Fig. 1: clock routing
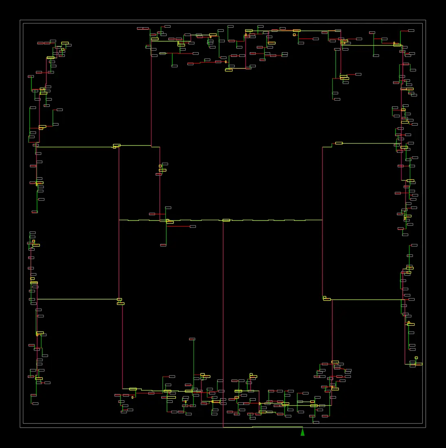
Fig. 2: signal metal coverage by tile
26 x 27 tiles, from dark purple (low) to yellow (high), scaled to the fullest tile. Values are wire area over tile area, all layers added.
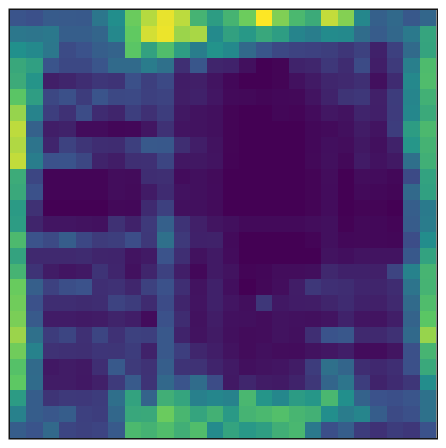
## config.mk

```make
export PLATFORM = sky130hd
export DESIGN_NAME = ucie_protocol_tx_arbiter
export DESIGN_NICKNAME = d
export VERILOG_FILES = /design/src/rtl/ucie_protocol_tx_arbiter.sv
export SDC_FILE = /design/constraint.sdc
export NUM_CORES = 1
export LEC_CHECK = 0
export ABC_CLOCK_PERIOD_IN_PS = 10540
export CORE_AREA = 4 4 526 528
export CTS_CLUSTER_SIZE = 40
export DETAILED_ROUTE_END_ITERATION = 12
export DIE_AREA = 0 0 530 532
export SLEW_MARGIN = 20
export SYNTH_ARGS = -nofsm -noshare
export SYNTH_HDL_FRONTEND = slang
export SYNTH_SLANG_ARGS = --single-unit
```

## constraint.sdc

```tcl
create_clock -name clk -period 10.54 [get_ports clk]
set_clock_uncertainty 0.15 [all_clocks]
set_input_delay 3.162 -clock clk [delete_from_list [all_inputs] [get_ports clk]]
set_output_delay 3.162 -clock clk [all_outputs]
set_load 0.01 [all_outputs]
```

## src/rtl/ucie_protocol_tx_arbiter.sv

```systemverilog
// Packet-aware round-robin arbiter merging protocol-layer flit streams into one
// registered output stage, with per-packet locking, idle timeout and orphan-flit dropping.
module ucie_protocol_tx_arbiter #(
    parameter int NUM_PROTOCOLS  = 4,
    parameter int FLIT_WIDTH     = 256,
    parameter int TIMEOUT_CYCLES = 255
) (
    input  logic                                     clk,
    input  logic                                     rst,
    input  logic [NUM_PROTOCOLS-1:0][FLIT_WIDTH-1:0] ul_flit,
    input  logic [NUM_PROTOCOLS-1:0]                 ul_valid,
    output logic [NUM_PROTOCOLS-1:0]                 ul_ready,
    input  logic [NUM_PROTOCOLS-1:0]                 ul_sop,
    input  logic [NUM_PROTOCOLS-1:0]                 ul_eop,
    input  logic [NUM_PROTOCOLS-1:0][7:0]            ul_vc,
    input  logic [NUM_PROTOCOLS-1:0]                 protocol_enable,
    output logic [FLIT_WIDTH-1:0]                    out_flit,
    output logic [7:0]                               out_vc,
    output logic                                     out_sop,
    output logic                                     out_eop,
    output logic [3:0]                               out_protocol_id,
    output logic                                     out_valid,
    input  logic                                     out_ready,
    output logic                                     lock_active,
    output logic [3:0]                               locked_id,
    output logic                                     err_timeout,
    output logic                                     err_orphan
);

    localparam int IDW = $clog2(NUM_PROTOCOLS);

    typedef enum logic {
        S_IDLE,
        S_LOCKED
    } state_t;

    state_t                   state;
    state_t                   state_next;
    logic [IDW-1:0]           rr_ptr;
    logic [IDW-1:0]           locked_q;
    logic [IDW-1:0]           search_id;
    logic [IDW-1:0]           grant_id;
    logic                     search_found;
    logic                     grant_valid;
    logic                     stage_can_accept;
    logic                     accept;
    logic                     load;
    logic                     orphan;
    logic                     timeout_fire;
    logic                     rr_advance;
    logic [15:0]              idle_cnt;
    logic [NUM_PROTOCOLS-1:0] cand;

    function automatic logic [IDW-1:0] next_idx(input logic [IDW-1:0] x);
        return (x == IDW'(NUM_PROTOCOLS - 1)) ? '0 : x + IDW'(1);
    endfunction

    assign cand = protocol_enable & ul_valid;

    // Round-robin search: first candidate at or above rr_ptr, wrapping modulo NUM_PROTOCOLS.
    always_comb begin
        int idx;
        // NOTE: every variable gets a default before any branch so no latch is inferred.
        idx          = 0;
        search_found = 1'b0;
        search_id    = rr_ptr;
        for (int k = 0; k < NUM_PROTOCOLS; k++) begin
            idx = int'(rr_ptr) + k;
            if (idx >= NUM_PROTOCOLS) idx = idx - NUM_PROTOCOLS;
            if (!search_found && cand[IDW'(idx)]) begin
                search_found = 1'b1;
                search_id    = IDW'(idx);
            end
        end
    end

    // FSM state register.
    always_ff @(posedge clk) begin
        // NOTE: sequential state uses non-blocking assignments so all registers update together.
        if (rst) state <= S_IDLE;
        else     state <= state_next;
    end

    // FSM next-state logic.
    always_comb begin
        state_next = state;
        case (state)
            S_IDLE:   if (accept && ul_sop[grant_id] && !ul_eop[grant_id]) state_next = S_LOCKED;
            S_LOCKED: if ((accept && ul_eop[grant_id]) || timeout_fire)    state_next = S_IDLE;
            default:  state_next = S_IDLE;
        endcase
    end

    // FSM outputs: the grantee is pinned to the lock owner while a packet is in flight.
    always_comb begin
        lock_active      = (state == S_LOCKED);
        grant_id         = lock_active ? locked_q : search_id;
        grant_valid      = lock_active || search_found;
        stage_can_accept = !out_valid || out_ready;
        ul_ready         = '0;
        if (!rst && grant_valid && stage_can_accept) ul_ready[grant_id] = 1'b1;
        accept       = ul_ready[grant_id] && ul_valid[grant_id];
        load         = accept && (lock_active || ul_sop[grant_id]);
        orphan       = accept && !lock_active && !ul_sop[grant_id];
        timeout_fire = lock_active && !ul_valid[locked_q] &&
                       (idle_cnt == 16'(TIMEOUT_CYCLES - 1));
        rr_advance   = (accept && (orphan || ul_eop[grant_id])) || timeout_fire;
    end

    assign locked_id = 4'(locked_q);

    always_ff @(posedge clk) begin
        if (rst) begin
            rr_ptr          <= '0;
            locked_q        <= '0;
            idle_cnt        <= '0;
            out_valid       <= 1'b0;
            out_flit        <= '0;
            out_vc          <= '0;
            out_sop         <= 1'b0;
            out_eop         <= 1'b0;
            out_protocol_id <= '0;
            err_timeout     <= 1'b0;
            err_orphan      <= 1'b0;
        end else begin
            err_timeout <= timeout_fire;
            err_orphan  <= orphan;

            if (rr_advance) rr_ptr <= next_idx(grant_id);
            if (!lock_active && state_next == S_LOCKED) locked_q <= grant_id;

            // Backpressure with data waiting holds the counter; only a silent owner ages the lock.
            if (!lock_active || accept || timeout_fire) idle_cnt <= '0;
            else if (!ul_valid[locked_q])               idle_cnt <= idle_cnt + 16'd1;

            if (load) begin
                out_valid       <= 1'b1;
                out_flit        <= ul_flit[grant_id];
                out_vc          <= ul_vc[grant_id];
                out_sop         <= ul_sop[grant_id];
                out_eop         <= ul_eop[grant_id];
                out_protocol_id <= 4'(grant_id);
            end else if (out_ready) begin
                out_valid <= 1'b0;
            end
        end
    end

endmodule
```

==> results_dict.tcl <==
# yosys + openroad results
set metrics [dict create \
    path_buffers 3 \
    clock_tree_from_tritoncts "built" \
    synth_async_sr_flop_share_pct 0 \
    grt_setup_unrepaired "no" \
    met1Wirelength_microns 74000 \
    worstMarginPinSlew_ns 0.957 \
    crit_path_start_kind "input port" \
    criticalPathCategory "input port to output pin" \
    grt_overflow_total 0 \
    port-buffer-count 1352 \
    std_cell_rows 192 \
    ir_worst_vdd_v 0.000116 \
    path_max_fanout 39 \
    cts_buffers 46 \
    ys_dominant_reg_cell "sky130_fd_sc_hd__dfxtp_1" \
    cts-htree-levels 2 \
    synth.cellmix.adderShare_pct 0.270 \
    cts_setup_buffers 0 \
    finalSetupViolCount 0 \
    regToRegEndpoint "out_flit[25]" \
    grt_antenna_before_repair 232 \
    power.leakage_nw 13.1 \
    clock_sinks 292 \
    fin_hold_viols 0 \
    run_status "finished, final reports clean" \
    tapCellCount 3589 \
    final_min_period_over_clock_period_pct 86.7 \
    simple_gate_share_pct 32.3 \
    yosysMostFrequentCell "sky130_fd_sc_hd__nand2_1" \
    timing.hold.worst_endpoint "out_flit[73]" \
    dr_top_layer "met5" \
    place.gp.congestion 0.927 \
    clock_path_buffers 3 \
    worst-r2r-setup-slack_ns 5.64 \
    crit_path_cell_trace "clkdlybuf4s50_1, and2_1, o221ai_1, a211oi_1, a21o_4, inv_8, nor2_1, clkdlybuf4s50_1" \
    cpMostUsedCell "sky130_fd_sc_hd__clkdlybuf4s50_1" \
    ratio_of_cells_with_drive_above_1_in_the_final_layout_pct 3.61 \
    die-area_sq_um 282000 \
    cpPeakStageDelay_ns 0.68 \
    grt_first_pass_wirelength_microns 259000 \
    post_cts_resize_count 0 \
    warnings 37 \
    netlist.area_leader.share_pct 31.6 \
    dominant_combinational_cell_family_by_area_after_synthesis "simple AND/OR/NAND/NOR gates" \
    regArea_sq_um 5850 \
    met3WireLength_microns 33400 \
    syn_area_per_cell_sq_um 6.89 \
    netlist_cell_types 48 \
    postRouteAntennaNets 0 \
    drt_pass_1_iters 5 \
    synth.cellmix.compoundShare_pct 18.6 \
    use_met3_pct 9.02 \
    clk_root_buf "sky130_fd_sc_hd__clkbuf_16" \
    ff2ff_path_depth 12 \
    cellPowerDensity_nw_per_um2 138 \
    die_h_microns 532 \
    post_synth_mux_area_share_pct 9.89 \
    clock_cell_area_share_pct 3.94 \
    reg2reg_from "lock_active" \
    grt_pass1_vias 25567 \
    numPlacedInstances 7389 \
    netlist.top_cell.by_area "sky130_fd_sc_hd__dfxtp_1" \
    end_kind "output pin" \
    ys_cells 2690 \
    placed_area_sq_um 36000 \
    use_met2_pct 21.3 \
    worst_hold_stages 2 \
    nNonClkInverters 7 \
    synth_flops 292 \
    hp-start "out_flit[73]" \
    timing.slew.headroom_pct 34.4 \
    topCellsByArea "sky130_fd_sc_hd__dfxtp_1 32%, sky130_fd_sc_hd__nand2_1 15%, sky130_fd_sc_hd__nand3_1 9.9%" \
    grt_usage_pct 13.8 \
    chipWidth_microns 530 \
    post_drt_wl_per_cell_microns 27.6 \
    timing.critical_path.max_delay_family "buffers and inverters" \
]
## Picture notes: Fig. 1
Flop Count: 292
Clock Buffer Count: 67

## Picture notes: Fig. 2
tiles over half the peak: 15%
emptiest ninth of the die: middle
fullest tile: 0.61
mean over tiles: 0.14
nearly empty tiles: 11%
Detailed Route WL: 208000 microns
routed via count: 27084

[metrics by stage]
step,hold slack [ns],setup slack (ns)
floorplan,0.321,2.19
finish,0.324,1.40
global route,0.338,1.19
global placement,0.310,1.39
detailed placement,0.316,1.41
CTS,0.324,1.40
[layout by cell type, fill, tap and decap left out, drive strengths merged, types with 3 or more instances in the layout]
cell | Yosys | final
o21ai | 180 | 180
and2 | 10 | 10
xnor2 | 6 | 6
mux2i | 174 | 174
inv | 7 | 12
nor2 | 32 | 32
nor2b | 5 | 5
clkinvlp | 0 | 3
buf | 95 | 52
o221ai | 88 | 88
o211ai | 87 | 87
ha | 4 | 4
a211oi | 6 | 6
mux2 | 4 | 4
nand2 | 726 | 726
dfxtp | 292 | 292
clkbuf | 199 | 67
xor2 | 9 | 9
clkdlybuf4s50 | 0 | 1349
a21oi | 184 | 184
nand3 | 367 | 367
diode | 0 | 60
conb | 1 | 4
clkinv | 0 | 4
nand4 | 185 | 185
[how the worst max path moves through the flow]
stage / slack (ns) / end / cells after the start / from
global route: 1.19 / ul_ready[1] / 8 / ul_valid[3]
CTS: 1.40 / ul_ready[1] / 8 / ul_valid[3]
floorplan: 2.19 / ul_ready[0] / 9 / ul_valid[0]
finish: 1.40 / ul_ready[1] / 8 / ul_valid[3]
detailed placement: 1.41 / ul_ready[1] / 8 / ul_valid[3]
global placement: 1.39 / ul_ready[1] / 8 / ul_valid[3]
[sequential cells by signal, indices dropped and copies added, names as in the netlist, 2 cells and up]
name / flops
idle_cnt: 16
locked_q: 2
out_flit: 256
out_protocol_id: 2
out_vc: 8
rr_ptr: 2
[power breakdown]
part           internal (mW)  switching [mW]
Sequential              1.21          0.0566
Combinational          0.915            1.42
Clock                  0.915           0.678
Total                   3.04            2.15
